## src/rtl/pipeline_ctrl_pkg.sv

```systemverilog
// Shared types and default sizing for the pipeline stall/flush controller.
package pipeline_ctrl_pkg;

    // Default register-index width (RV32: 32 architectural registers).
    localparam int unsigned REG_ADDR_W_DFLT = 5;

    // Default ceiling on multi-cycle EX latency; longer requests are clamped.
    localparam int unsigned MC_MAX_LAT_DFLT = 32;

    // Index of the hardwired-zero register; writes to it never create a hazard.
    localparam int unsigned X0_IDX = 0;

    // Controller FSM: normal flow, or counting down a multi-cycle EX op.
    typedef enum logic {
        RUN     = 1'b0,
        MC_WAIT = 1'b1
    } state_e;

endpackage

```

## src/rtl/pipeline_ctrl_load_use.sv

```systemverilog
// Load-use hazard comparator: flags an ID instruction that reads the
// destination of a load currently in EX.
module load_use_detect
    import pipeline_ctrl_pkg::*;
#(
    parameter int unsigned REG_ADDR_W = REG_ADDR_W_DFLT
) (
    input  logic [REG_ADDR_W-1:0] id_rs1,
    input  logic [REG_ADDR_W-1:0] id_rs2,
    input  logic                  id_uses_rs1,
    input  logic                  id_uses_rs2,
    input  logic                  ex_is_load,
    input  logic [REG_ADDR_W-1:0] ex_rd,
    output logic                  hazard
);

    logic rs1_hit;
    logic rs2_hit;
    logic rd_live;

    // Only sources that are actually read can collide; x0 is never a real producer.
    always_comb begin
        rd_live = (ex_rd != REG_ADDR_W'(X0_IDX));
        rs1_hit = id_uses_rs1 && (id_rs1 == ex_rd);
        rs2_hit = id_uses_rs2 && (id_rs2 == ex_rd);
        hazard  = ex_is_load && rd_live && (rs1_hit || rs2_hit);
    end

endmodule

```

## src/rtl/pipeline_ctrl.sv

```systemverilog
// Central stall/flush controller for the 5-stage pipeline. Decides every
// cycle, combinationally, the load enables and NOP-flushes of the PC and the
// four pipeline registers. Priority: mem_wait > multi-cycle EX > taken
// branch > load-use.
module pipeline_ctrl
    import pipeline_ctrl_pkg::*;
#(
    parameter int unsigned REG_ADDR_W = REG_ADDR_W_DFLT,
    parameter int unsigned MC_MAX_LAT = MC_MAX_LAT_DFLT,
    parameter int unsigned CNT_W      = $clog2(MC_MAX_LAT + 1)
) (
    input  logic                  clk,
    input  logic                  rst,
    input  logic                  mem_wait,
    input  logic [REG_ADDR_W-1:0] id_rs1,
    input  logic [REG_ADDR_W-1:0] id_rs2,
    input  logic                  id_uses_rs1,
    input  logic                  id_uses_rs2,
    input  logic                  ex_is_load,
    input  logic [REG_ADDR_W-1:0] ex_rd,
    input  logic                  ex_mc_start,
    input  logic [CNT_W-1:0]      ex_mc_lat,
    input  logic                  ex_branch_taken,
    output logic                  en_pc,
    output logic                  en_if_id,
    output logic                  en_id_ex,
    output logic                  en_ex_mem,
    output logic                  en_mem_wb,
    output logic                  flush_if_id,
    output logic                  flush_id_ex,
    output logic                  flush_ex_mem,
    output logic                  mc_busy
);

    localparam logic [CNT_W-1:0] LAT_CAP = CNT_W'(MC_MAX_LAT);
    localparam logic [CNT_W-1:0] LAT_TWO = CNT_W'(2);

    state_e           state_q, state_d;
    logic [CNT_W-1:0] rem_q, rem_d;
    logic [CNT_W-1:0] lat_clamped;
    logic             lu_hazard;

    load_use_detect #(
        .REG_ADDR_W (REG_ADDR_W)
    ) u_load_use (
        .id_rs1      (id_rs1),
        .id_rs2      (id_rs2),
        .id_uses_rs1 (id_uses_rs1),
        .id_uses_rs2 (id_uses_rs2),
        .ex_is_load  (ex_is_load),
        .ex_rd       (ex_rd),
        .hazard      (lu_hazard)
    );

    // Clamp the requested EX latency to the supported maximum.
    always_comb begin
        lat_clamped = (ex_mc_lat > LAT_CAP) ? LAT_CAP : ex_mc_lat;
    end

    // Output mux and next-state logic, evaluated in priority order.
    // The entry cycle counts as the first freeze, so rem is loaded with L-2:
    // L-1 freeze cycles total, then one release cycle in MC_WAIT with rem=0.
    always_comb begin
        en_pc        = 1'b1;
        en_if_id     = 1'b1;
        en_id_ex     = 1'b1;
        en_ex_mem    = 1'b1;
        en_mem_wb    = 1'b1;
        flush_if_id  = 1'b0;
        flush_id_ex  = 1'b0;
        flush_ex_mem = 1'b0;
        state_d      = state_q;
        rem_d        = rem_q;

        if (rst) begin
            en_pc     = 1'b0;
            en_if_id  = 1'b0;
            en_id_ex  = 1'b0;
            en_ex_mem = 1'b0;
            en_mem_wb = 1'b0;
            state_d   = RUN;
            rem_d     = '0;
        end else if (mem_wait) begin
            en_pc     = 1'b0;
            en_if_id  = 1'b0;
            en_id_ex  = 1'b0;
            en_ex_mem = 1'b0;
            en_mem_wb = 1'b0;
        end else if (state_q == RUN && ex_mc_start && lat_clamped >= LAT_TWO) begin
            en_pc        = 1'b0;
            en_if_id     = 1'b0;
            en_id_ex     = 1'b0;
            flush_ex_mem = 1'b1;
            rem_d        = lat_clamped - LAT_TWO;
            state_d      = MC_WAIT;
        end else if (state_q == MC_WAIT && rem_q != '0) begin
            en_pc        = 1'b0;
            en_if_id     = 1'b0;
            en_id_ex     = 1'b0;
            flush_ex_mem = 1'b1;
            rem_d        = rem_q - CNT_W'(1);
        end else begin
            state_d = RUN;
            if (ex_branch_taken) begin
                flush_if_id = 1'b1;
                flush_id_ex = 1'b1;
            end else if (lu_hazard) begin
                en_pc       = 1'b0;
                en_if_id    = 1'b0;
                flush_id_ex = 1'b1;
            end
        end
    end

    // State and remaining-count registers.
    always_ff @(posedge clk or posedge rst) begin
        if (rst) begin
            state_q <= RUN;
            rem_q   <= '0;
        end else begin
            state_q <= state_d;
            rem_q   <= rem_d;
        end
    end

    // Busy flag taken straight from the registered state (glitch-free).
    always_comb begin
        mc_busy = (state_q == MC_WAIT);
    end

endmodule
```

## config.mk

```make
export PLATFORM = sky130hd
export DESIGN_NAME = pipeline_ctrl
export DESIGN_NICKNAME = d
export VERILOG_FILES = /design/src/rtl/pipeline_ctrl_pkg.sv /design/src/rtl/pipeline_ctrl_load_use.sv /design/src/rtl/pipeline_ctrl.sv
export SDC_FILE = /design/constraint.sdc
export NUM_CORES = 1
export LEC_CHECK = 0
export CAP_MARGIN = 20
export CORE_MARGIN = 2
export CORE_UTILIZATION = 40
export DETAILED_ROUTE_END_ITERATION = 7
export PLACE_DENSITY = 0.8
export SYNTH_ARGS = -nofsm -noshare
export SYNTH_HDL_FRONTEND = slang
export SYNTH_SLANG_ARGS = --single-unit
```

## constraint.sdc

```tcl
create_clock -name clk -period 2.2 [get_ports clk]
set_clock_uncertainty 0.05 [all_clocks]
set_input_delay 0.33 -clock clk [delete_from_list [all_inputs] [get_ports clk]]
set_output_delay 0.33 -clock clk [all_outputs]
set_load 0.05 [all_outputs]
```

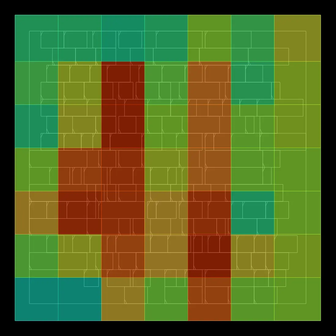
(run_1/congestion_map.png)
All-Layer GR Usage: 25.8%
wire per inst: 16.3 um
Post-Route Utilization: 77.5%
met3 global-route usage: 6.44%
Most Crowded Layer GR: met2

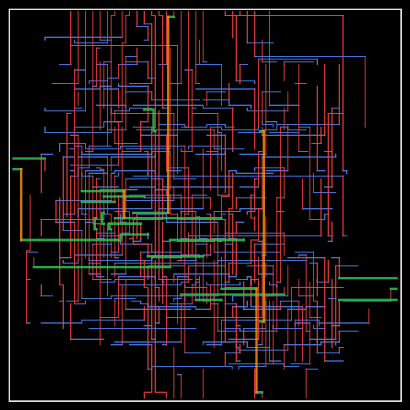
(run_1/layers.png)
Scale: 8 px per um.
M4: drawn in orange, wire length 73.4 um. M3: drawn in green, wire length 137 um. M1: drawn in blue, wire length 1110 um. M2: drawn in red, wire length 1520 um.
overall routed net length: 2840 um
via count: 996

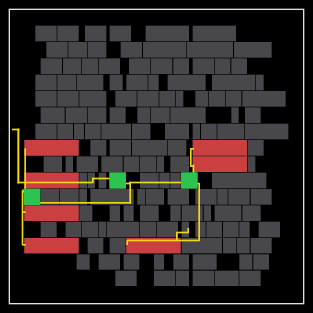
(run_1/clock_wires.png)
Scale: 6 px per um.
clock-net drivers: drawn in green, count 3. clock wires: drawn in yellow, length 110 um. flip-flops: drawn in red, count 7.
There are 4 routed clock nets.
part of the total power dissipated in the clock network: 19.4%
clock latency on the worst-skew pair: 0.26 ns
power in the clock group: 0.117 mW

==> ci_impl_report.md, run 1 <==
### Metrics collected by this job

| Metric | Value |
|---|---|
| Crit path required time | `about 1.8 ns` |
| Power per Cell Area | `between 400 and 500 nW/um^2` |
| Power spent charging and discharging nets | `~0.22 mW` |
| Post-cts sizing count | `8` |
| Leading register cell type out of synthesis | `sky130_fd_sc_hd__dfrtp_1` |
| Cell taking the most area after synthesis | `sky130_fd_sc_hd__dfrtp_1` |
| Combinational cell power | `roughly 0.34 mW` |
| Relative slew slack | `approximately two thirds` |
| Reg-to-reg critical path startpoint | `rem_q[0]$_DFFE_PP0P_` |
| Fin Setup TNS | `-1.37 ns` |
| Number of maximum-capacitance violations | `0` |
| Height of the chip | `48.8 um` |
| Cells traversed along the worst timing path | `inv_2, ha_4, or4b_4, o21ai_4, nand3_4, o31ai_4, buf_12` |
| Fraction of post-synthesis cell area in the top cell type by area | `a little over a fifth` |
| Post-layout power | `around 0.61 mW` |
| Total CTS buffers | `3` |
| TritonCTS clock tree | `done` |
| Initial antenna violation count | `0` |
| Yosys synthesis warning count | `0` |
| Number of diodes | `0` |
| Final worst hold slack | `about 0.52 ns` |
| Floorplan die width | `a little under 50 um` |
| IO buf count | `37` |
| Lkg Pwr | `between 0.6 and 0.7 nW` |
| Root buffer selected by CTS | `sky130_fd_sc_hd__clkbuf_4` |
| R2r endpoint | `rem_q[3]$_DFFE_PP0P_` |
| H-tree levels | `1` |
| Top layer reached by signal wires | `met4` |
| Setup ws final | `-0.243 ns` |
| Unrepaired setup endpoints after global routing | `true` |
| Number of optimization iterations in the first detailed-route pass | `4` |
| Global routing met2 resource utilization | `about 47%` |
| Hold Fails Final Rpt | `0` |
| Count of boundary I/O pins | `38` |
| Critical path peak fanout | `3` |
| Number of instances in the synthesized netlist | `91` |
| Number of failing setup endpoints in the final timing report | `6` |
| Biggest consumer | `combinational cells` |
| Max-slew violations | `0` |
| End point of the critical path | `flush_id_ex` |
| CP Class | `reg -> out` |
| Violations in the final reports | `setup timing` |
| Proportion of total power due to net switching | `a little over a third` |
| Result of the run | `finished, violations left` |
| Post-synthesis to final-layout area growth | `85.4%` |
| Mapped Avg Cell Area | `around 8.8 um^2` |
| Peak supply drop | `roughly 0.00038 V` |
| Total placed instance area | `between 1000 and 1500 um^2` |
run 1: cells in the mapped netlist (all sizes together), types with 3 or more instances:
| library cell | instances |
|---|---|
| xor2 | 8 |
| or4 | 3 |
| inv | 7 |
| a21oi | 3 |
| o21ai | 5 |
| nand2 | 5 |
| nand3 | 3 |
| buf | 3 |
| ha | 3 |
| nor2 | 4 |
| dfrtp | 7 |
| xnor2 | 3 |
run 1: cells by family (layout without fill, tap and decap cells):
family,count (synthesis),count (layout),share of synthesized area (%)
xor+xnor,11,11,12.0
buf+inv,11,67,6.23
compound gates,25,25,27.3
simple gates,32,32,25.5
mux,2,2,2.49
flops,7,7,21.8
fa+ha+maj,3,3,4.67
run 1: area by class of cell:
cell class / instances / area [um^2]
clock buffers: 4 / 26.3
repair buffers: 56 / 588
flip-flops and latches: 7 / 175
well taps: 27 / 33.8
inverters: 7 / 30.0
fillers: 128 / 433
multi-input cells: 73 / 636
run 1: flip-flops by register name (all words and copies together), names as in the netlist:
register	flops
mc_busy	1
rem_q	6
run 1: worst min path at each step:
stage                               from                    to  slack, ns  cells past startpoint
floorplan                            rst   mc_busy$_DFFE_PP0P_       0.12                      1
global placement    rem_q[5]$_DFFE_PP0P_  rem_q[5]$_DFFE_PP0P_       0.49                      1
detailed placement  rem_q[5]$_DFFE_PP0P_  rem_q[5]$_DFFE_PP0P_       0.50                      1
CTS                 rem_q[5]$_DFFE_PP0P_  rem_q[5]$_DFFE_PP0P_       0.52                      1
global route                         rst  rem_q[4]$_DFFE_PP0P_       0.56                      4
finish              rem_q[5]$_DFFE_PP0P_  rem_q[5]$_DFFE_PP0P_       0.52                      1
run 1: stage by stage:
step	cells	util, %
after CTS	172	76.5
after floorplan	91	-
final	174	77.5
after global placement	167	72.9
after detailed placement	167	72.9
after global routing	174	77.5
--- run 2 (diff from run 1) ---
--- a/config.mk
+++ b/config.mk
@@ -5,7 +5,6 @@
 export SDC_FILE = /design/constraint.sdc
 export NUM_CORES = 1
 export LEC_CHECK = 0
-export CAP_MARGIN = 20
 export CORE_MARGIN = 2
 export CORE_UTILIZATION = 40
 export DETAILED_ROUTE_END_ITERATION = 7
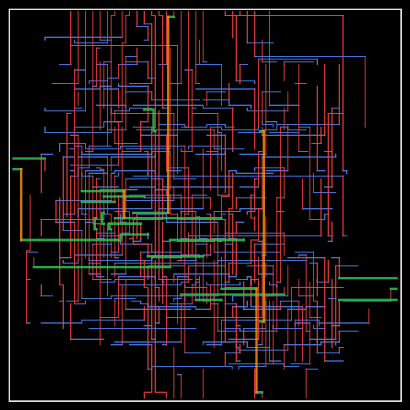
(run_2/layers.png)
Scale: 8 px per um.
M2: drawn in red, wire length 1520 um. M1: drawn in blue, wire length 1110 um. M3: drawn in green, wire length 137 um. M4: drawn in orange, wire length 73.4 um.

==> ci_impl_report.md, run 2 <==
### Metrics collected by this job

| Metric | Value |
|---|---|
| Result of the run | `finished, violations left (unchanged)` |
| Violations in the final reports | `setup timing (unchanged)` |
| Hold Fails Final Rpt | `0 (unchanged)` |
| Yosys top cell by instances | `sky130_fd_sc_hd__xor2_1 (unchanged)` |
| Peak supply drop | `0.000384 V (unchanged)` |
| Reg-to-reg critical path startpoint | `rem_q[0]$_DFFE_PP0P_ (unchanged)` |
| All-Layer GR Usage | `25.8% (unchanged)` |
| Root buffer selected by CTS | `sky130_fd_sc_hd__clkbuf_4 (unchanged)` |
| Number of maximum-capacitance violations | `0 (unchanged)` |
| R2r endpoint | `rem_q[3]$_DFFE_PP0P_ (unchanged)` |
| Mapped Avg Cell Area | `8.83 um^2 (unchanged)` |
| Height of the chip | `48.8 um (unchanged)` |
| Total CTS buffers | `3 (unchanged)` |
| Post-layout power | `0.606 mW (unchanged)` |
| Register with the most flip-flops | `rem_q (unchanged)` |
| Number of instances on the worst hold path | `1 (unchanged)` |
| Max reg flops | `6 (unchanged)` |
| Place WS | `-0.284 ns (unchanged)` |
| Via count of the first global-routing pass | `1038 (unchanged)` |
| Number of failing setup endpoints in the final timing report | `6 (unchanged)` |
| Final worst hold slack | `0.519 ns (unchanged)` |
| Yosys synthesis warning count | `0 (unchanged)` |
| Fin Setup TNS | `-1.37 ns (unchanged)` |
| Worst Min Path Start | `rem_q[5]$_DFFE_PP0P_ (unchanged)` |
| Post-Route Utilization | `77.5% (unchanged)` |
| Total placed instance area | `1400 um^2 (unchanged)` |
| IO buf count | `37 (unchanged)` |
| Proportion of total power due to net switching | `36.3% (unchanged)` |
| Final antenna-violating net count | `0 (unchanged)` |
| Critical path peak fanout | `3 (unchanged)` |
| Via count | `996 (unchanged)` |
| Part of the total power dissipated in the clock network | `19.4% (about the same)` |
| Power spent charging and discharging nets | `0.220 mW (unchanged)` |
| Worst path buffer plus inverter count | `2 (unchanged)` |
| Fill cell instance count of the final layout | `128 (unchanged)` |
| Unrepaired setup endpoints after global routing | `true (unchanged)` |
| CP Class | `reg -> out (unchanged)` |
| Count of boundary I/O pins | `38 (unchanged)` |
| Relative slew slack | `67.5% (unchanged)` |
| Crit path required time | `1.82 ns (about the same)` |
| Non-filler cells in the finished layout | `174 (unchanged)` |
| Number of warnings the tools reported | `30 (unchanged)` |
| Number of instances in the synthesized netlist | `91 (unchanged)` |
| Max-slew violations | `0 (unchanged)` |
| Number of optimization iterations in the first detailed-route pass | `4 (unchanged)` |
| Setup ws final | `-0.243 ns (unchanged)` |
| Power per Cell Area | `407 nW/um^2 (unchanged)` |
| Post-placement cell count | `167 (unchanged)` |
| Cells traversed along the worst timing path | `inv_2, ha_4, or4b_4, o21ai_4, nand3_4, o31ai_4, buf_12 (unchanged)` |
| Overall routed net length | `2840 um (unchanged)` |
| Row Count | `16 (unchanged)` |
| Number of flops mapped to enable cells by yosys | `0 (unchanged)` |
| Synth top cells by count | `sky130_fd_sc_hd__xor2_1 (8), sky130_fd_sc_hd__dfrtp_1 (7), sky130_fd_sc_hd__inv_1 (7) (unchanged)` |
| Wire per inst | `16.3 um (unchanged)` |
| Syn_nets | `123 (unchanged)` |
| Fraction of post-synthesis cell area in the top cell type by area | `21.8% (unchanged)` |
| Cell taking the most area after synthesis | `sky130_fd_sc_hd__dfrtp_1 (unchanged)` |
| Lkg Pwr | `0.615 nW (unchanged)` |
| Post-cts sizing count | `8 (unchanged)` |
| H-tree levels | `1 (unchanged)` |
| Share of final-layout standard cells stronger than drive strength 1 | `32.7% (unchanged)` |
| Floorplan die width | `48.8 um (unchanged)` |
| TritonCTS clock tree | `done (unchanged)` |
| Worst-case register-to-register setup slack | `0.10 ns (about the same)` |
| Number of diodes | `0 (unchanged)` |
| Leading register cell type out of synthesis | `sky130_fd_sc_hd__dfrtp_1 (unchanged)` |
| Initial antenna violation count | `0 (unchanged)` |
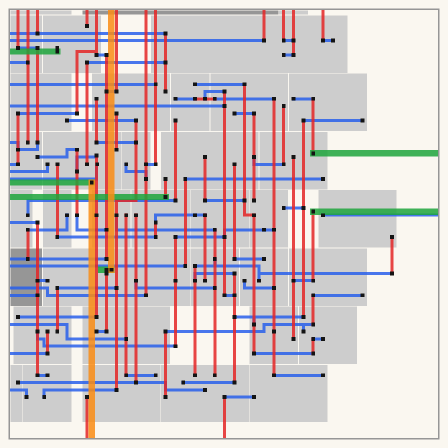
(run_2/closeup.png)
Region (27, 2) to (47, 22) um. Cells in gray, sequential cells in the stronger gray; small squares are vias.
M2: drawn in red. M3: drawn in green. M1: drawn in blue. M4: drawn in orange.
31 logic cells have their middle in the window. Sequential cells in the window: 0. Most frequent: clkdlybuf4s50_1 (6).

## run 2: cell type report
type,instances,area [um^2],share of cell area (%)
Clock buffer,4,26.3,1.76
Inverter,7,30.0,2.02
Timing Repair Buffer,56,588,39.5
Sequential cell,7,175,11.8
Multi-Input combinational cell,73,636,42.7
Tap cell,27,33.8,2.27
## run 2: cells by family (layout without fill, tap and decap cells)
| family | Yosys count | in the layout | share of synthesized area (%) |
|---|---|---|---|
| simple gates | 32 | 32 | 25.5 |
| fa+ha+maj | 3 | 3 | 4.67 |
| buf+inv | 11 | 67 | 6.23 |
| mux | 2 | 2 | 2.49 |
| xor+xnor | 11 | 11 | 12.0 |
| flops | 7 | 7 | 21.8 |
| compound gates | 25 | 25 | 27.3 |
## run 2: worst max-delay path by stage
stage	startpoint	endpoint	slack (ns)	depth (start not counted)
finish	rem_q[0]$_DFFE_PP0P_	flush_id_ex	-0.24	7
global route	rem_q[0]$_DFFE_PP0P_	en_pc	-0.34	8
CTS	rem_q[0]$_DFFE_PP0P_	flush_id_ex	-0.24	7
detailed placement	ex_rd[3]	en_if_id	-0.28	6
global placement	ex_rd[4]	en_if_id	-0.21	6
floorplan	rem_q[0]$_DFFE_PP0P_	en_pc	-0.33	8
## run 2: per-layer routing
layer / GRT usage [%] / vias to the layer above / part of all wire (%)
li1: - / 456 / -
met2: 47.5 / 37 / 54
met4: 8.10 / 0 / 2.6
met5: 0 / - / 0
met3: 6.44 / 10 / 4.8
met1: 28.9 / 493 / 39
## run 2: power by group through the flow
stage	sequential (mW)	clock (mW)	combinational, mW
2_1_floorplan	0.157	0	0.153
3_3_place_gp	0.152	0	0.300
3_5_place_dp	0.154	0	0.308
4_1_cts	0.152	0.119	0.326
5_1_grt	0.154	0.126	0.357
6_report	0.153	0.117	0.336
==> run_2/gates.png <==
Scale: 8 px per um.
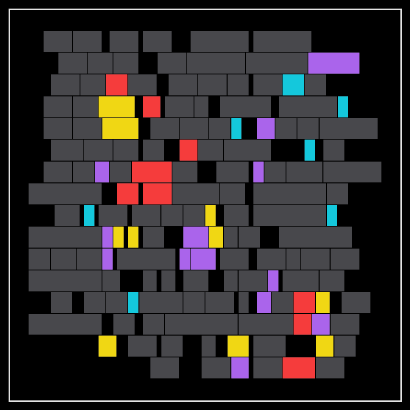

--- run 3 (diff from run 2) ---
--- a/config.mk
+++ b/config.mk
@@ -9,6 +9,7 @@
 export CORE_UTILIZATION = 40
 export DETAILED_ROUTE_END_ITERATION = 7
 export PLACE_DENSITY = 0.8
+export SKIP_CTS_REPAIR_TIMING = 1
 export SYNTH_ARGS = -nofsm -noshare
 export SYNTH_HDL_FRONTEND = slang
 export SYNTH_SLANG_ARGS = --single-unit
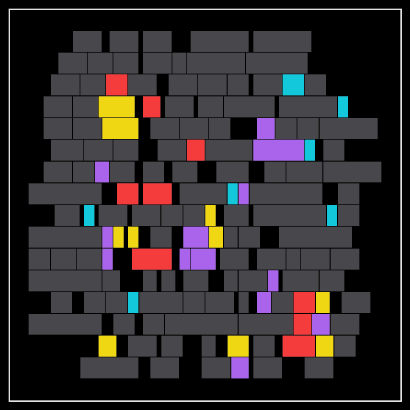
(run_3/gates.png)
Scale: 8 px per um.
and/or cells: drawn in red, cells 9. nor cells: drawn in yellow, cells 10. inv cells: drawn in cyan, cells 7. nand cells: drawn in purple, cells 13.

==> ci_impl_report.md, run 3 <==
### Metrics collected by this job

| Metric | Value |
|---|---|
| H-tree levels | `1 (unchanged)` |
| Number of instances in the synthesized netlist | `91 (unchanged)` |
| Endpoint arrival time on the critical path | `2.07 ns (was 2.06 ns)` |
| Drt first-iter violations | `38 (was 26)` |
| Yosys synthesis warning count | `0 (unchanged)` |
| Number of failing setup endpoints in the final timing report | `6 (unchanged)` |
| Post-synth cell types | `48 (unchanged)` |
| Most frequent logic cells in the routed design | `sky130_fd_sc_hd__clkdlybuf4s50_1 (29), sky130_fd_sc_hd__buf_4 (19), sky130_fd_sc_hd__xor2_1 (8), sky130_fd_sc_hd__dfrtp_1 (7), sky130_fd_sc_hd__buf_12 (7) (was sky130_fd_sc_hd__clkdlybuf4s50_1 (29), sky130_fd_sc_hd__buf_4 (18), sky130_fd_sc_hd__xor2_1 (8), sky130_fd_sc_hd__dfrtp_1 (7), sky130_fd_sc_hd__buf_12 (7))` |
| Fill cell instance count of the final layout | `136 (was 128)` |
| Area of the chip | `2380 um^2 (unchanged)` |
| Final critical path time including I/O delays and setup | `2.45 ns (was 2.44 ns)` |
| Transition time at the pin with the least slew margin | `0.487 ns (about the same)` |
| Cells traversed along the worst timing path | `inv_2, ha_4, or4b_4, o21ai_4, nand3_4, o31ai_4, buf_12 (unchanged)` |
| Max reg flops | `6 (unchanged)` |
| Overall routed net length | `2760 um (was 2840 um)` |
| Share of flip-flops with an asynchronous set or reset | `100% (unchanged)` |
| Relative slew slack | `67.5% (about the same)` |
| Reg-to-reg critical path startpoint | `rem_q[1]$_DFFE_PP0P_ (was rem_q[0]$_DFFE_PP0P_)` |
| Summed area of non-filler cells in the final layout | `1490 um^2 (about the same)` |
| Result of the run | `finished, violations left (unchanged)` |
| Number of maximum-capacitance violations | `0 (unchanged)` |
| Path depth of the worst reg2reg path | `8 (unchanged)` |
| Most instantiated logic cell after routing | `sky130_fd_sc_hd__clkdlybuf4s50_1 (unchanged)` |
| Chip area line of the yosys report | `803 um^2 (unchanged)` |
| Via count | `999 (was 996)` |
| Post-synthesis to final-layout area growth | `84.9% (was 85.4%)` |
| Row Count | `16 (unchanged)` |
| Flops & latches, synth | `7 (unchanged)` |
| Via/cell ratio | `5.74 (was 5.72)` |
| Largest net degree at the start of global routing | `11 (unchanged)` |
| Synth top cells by count | `sky130_fd_sc_hd__xor2_1 (8), sky130_fd_sc_hd__dfrtp_1 (7), sky130_fd_sc_hd__inv_1 (7) (unchanged)` |
| Max-slew violations | `0 (unchanged)` |
| Hold Fails Final Rpt | `0 (unchanged)` |
| Critical path peak fanout | `3 (unchanged)` |
| Register with the most flip-flops | `rem_q (unchanged)` |
| R2r endpoint | `rem_q[3]$_DFFE_PP0P_ (unchanged)` |
| Count of boundary I/O pins | `38 (unchanged)` |
| Syn_nets | `123 (unchanged)` |
| Violations in the final reports | `setup timing (unchanged)` |
| Via count of the first global-routing pass | `992 (was 1038)` |
| Initial antenna violation count | `0 (unchanged)` |
| Number of warnings the tools reported | `29 (was 30)` |
| Mapped Avg Cell Area | `8.83 um^2 (unchanged)` |
| Crit path required time | `1.82 ns (about the same)` |
| Final antenna-violating net count | `0 (unchanged)` |
| Stage delay of the slowest cell on the critical path | `0.48 ns (about the same)` |
| Share of final-layout standard cells stronger than drive strength 1 | `32.7% (unchanged)` |
| Clock latency on the worst-skew pair | `0.26 ns (about the same)` |
| Leading register cell type out of synthesis | `sky130_fd_sc_hd__dfrtp_1 (unchanged)` |
| Core box area | `1920 um^2 (unchanged)` |
| Unrepaired setup endpoints after global routing | `true (unchanged)` |
| Peak supply drop | `0.000394 V (was 0.000384 V)` |
| IO buf count | `37 (unchanged)` |
| Worst path buffer plus inverter count | `2 (unchanged)` |
| Total CTS buffers | `3 (unchanged)` |
| Post-layout power | `0.603 mW (was 0.606 mW)` |
| Root buffer selected by CTS | `sky130_fd_sc_hd__clkbuf_4 (unchanged)` |
| Family of cells with the greatest summed delay on the critical path | `simple AND/OR/NAND/NOR gates (unchanged)` |
| All-Layer GR Usage | `24.3% (was 25.8%)` |
| Wire per inst | `15.8 um (was 16.3 um)` |
| Worst-case register-to-register setup slack | `0.10 ns (about the same)` |
| Floorplan die width | `48.8 um (unchanged)` |
| Lkg Pwr | `0.614 nW (was 0.615 nW)` |
| Maximum achievable frequency | `408 MHz (was 409 MHz)` |
| Number of diodes | `0 (unchanged)` |
| Fraction of post-synthesis cell area in the top cell type by area | `21.8% (unchanged)` |
| Total placed instance area | `1400 um^2 (unchanged)` |
| Height of the chip | `48.8 um (unchanged)` |
| Number of flops mapped to enable cells by yosys | `0 (unchanged)` |
| Yosys top cell by instances | `sky130_fd_sc_hd__xor2_1 (unchanged)` |
| TritonCTS clock tree | `done (unchanged)` |
| Setup ws final | `-0.253 ns (was -0.243 ns)` |
| Cell taking the most area after synthesis | `sky130_fd_sc_hd__dfrtp_1 (unchanged)` |
| Number of optimization iterations in the first detailed-route pass | `4 (unchanged)` |
| Register cell area after layout | `175 um^2 (unchanged)` |
| Critical path's slowest cell | `sky130_fd_sc_hd__or4b_4 (unchanged)` |
| Critical path startpoint | `rem_q[1]$_DFFE_PP0P_ (was rem_q[0]$_DFFE_PP0P_)` |
| Power per Cell Area | `406 nW/um^2 (was 407 nW/um^2)` |
| CP Class | `reg -> out (unchanged)` |
| Gr ovfl total | `0 (unchanged)` |
| Combinational gate area | `636 um^2 (unchanged)` |
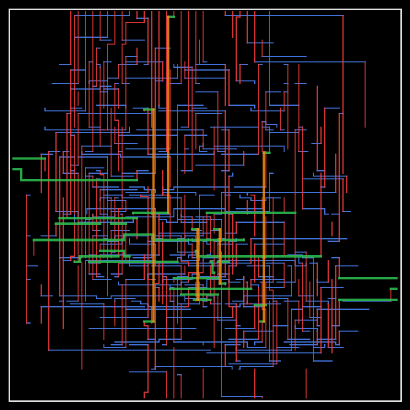
(run_3/layers.png)
Scale: 8 px per um.
M4: drawn in orange, wire length 87.7 um. M1: drawn in blue, wire length 1040 um. M2: drawn in red, wire length 1460 um. M3: drawn in green, wire length 166 um.

[run 3: per-layer routing]
metal  up-vias  share of wire, %  track usage [%]
met5         -                 0                0
met4         0               3.2             9.52
met3        10               6.0             6.44
met1       481                38             26.7
li1        459                 -                -
met2        49                53             44.3
[run 3: kinds of logic (layout without fill, tap and decap cells)]
group / count (synthesis) / after routing / share of synthesized area (%)
xor gates and xnor gates: 11 / 11 / 12.0
AOI/OAI and AO/OA: 25 / 25 / 27.3
DFF: 7 / 7 / 21.8
and+or+nand+nor: 32 / 32 / 25.5
adders and majority gates: 3 / 3 / 4.67
buffers and inverters: 11 / 67 / 6.23
muxes: 2 / 2 / 2.49
[run 3: metrics by stage]
step                setup WS (ns)  setup TNS, ns  util (%)  hold WS [ns]  cells
floorplan                  -0.334         -0.783         -         0.116     91
global placement           -0.210          -1.05      72.9         0.492    167
detailed placement         -0.284          -1.28      72.9         0.501    167
CTS                        -0.304          -1.65      74.2         0.519    171
global route               -0.335          -1.92      77.3         0.551    174
finish                     -0.253          -1.40      77.3         0.529    174
[run 3: how the worst max path moves through the flow]
| stage | to | cells past startpoint |
|---|---|---|
| 2_1_floorplan | en_pc | 8 |
| 3_3_place_gp | en_if_id | 6 |
| 3_5_place_dp | en_if_id | 6 |
| 4_1_cts | flush_id_ex | 7 |
| 5_1_grt | en_pc | 8 |
| 6_report | flush_id_ex | 7 |
[run 3: area by class of cell]
type	count	area share, %
clock buffer	4	1.77
inverter	7	2.02
multi-input combinational	73	42.8
sequential	7	11.8
tap	27	2.27
timing repair buffer	56	39.3
[run 3: where the power goes]
group	leakage [nW]	switching (mW)	internal [mW]
combinational	0.505	0.157	0.176
clock	0.0150	0.0483	0.0692
sequential	0.0945	0.0135	0.139
Power is estimated from default activity; no workload was simulated.
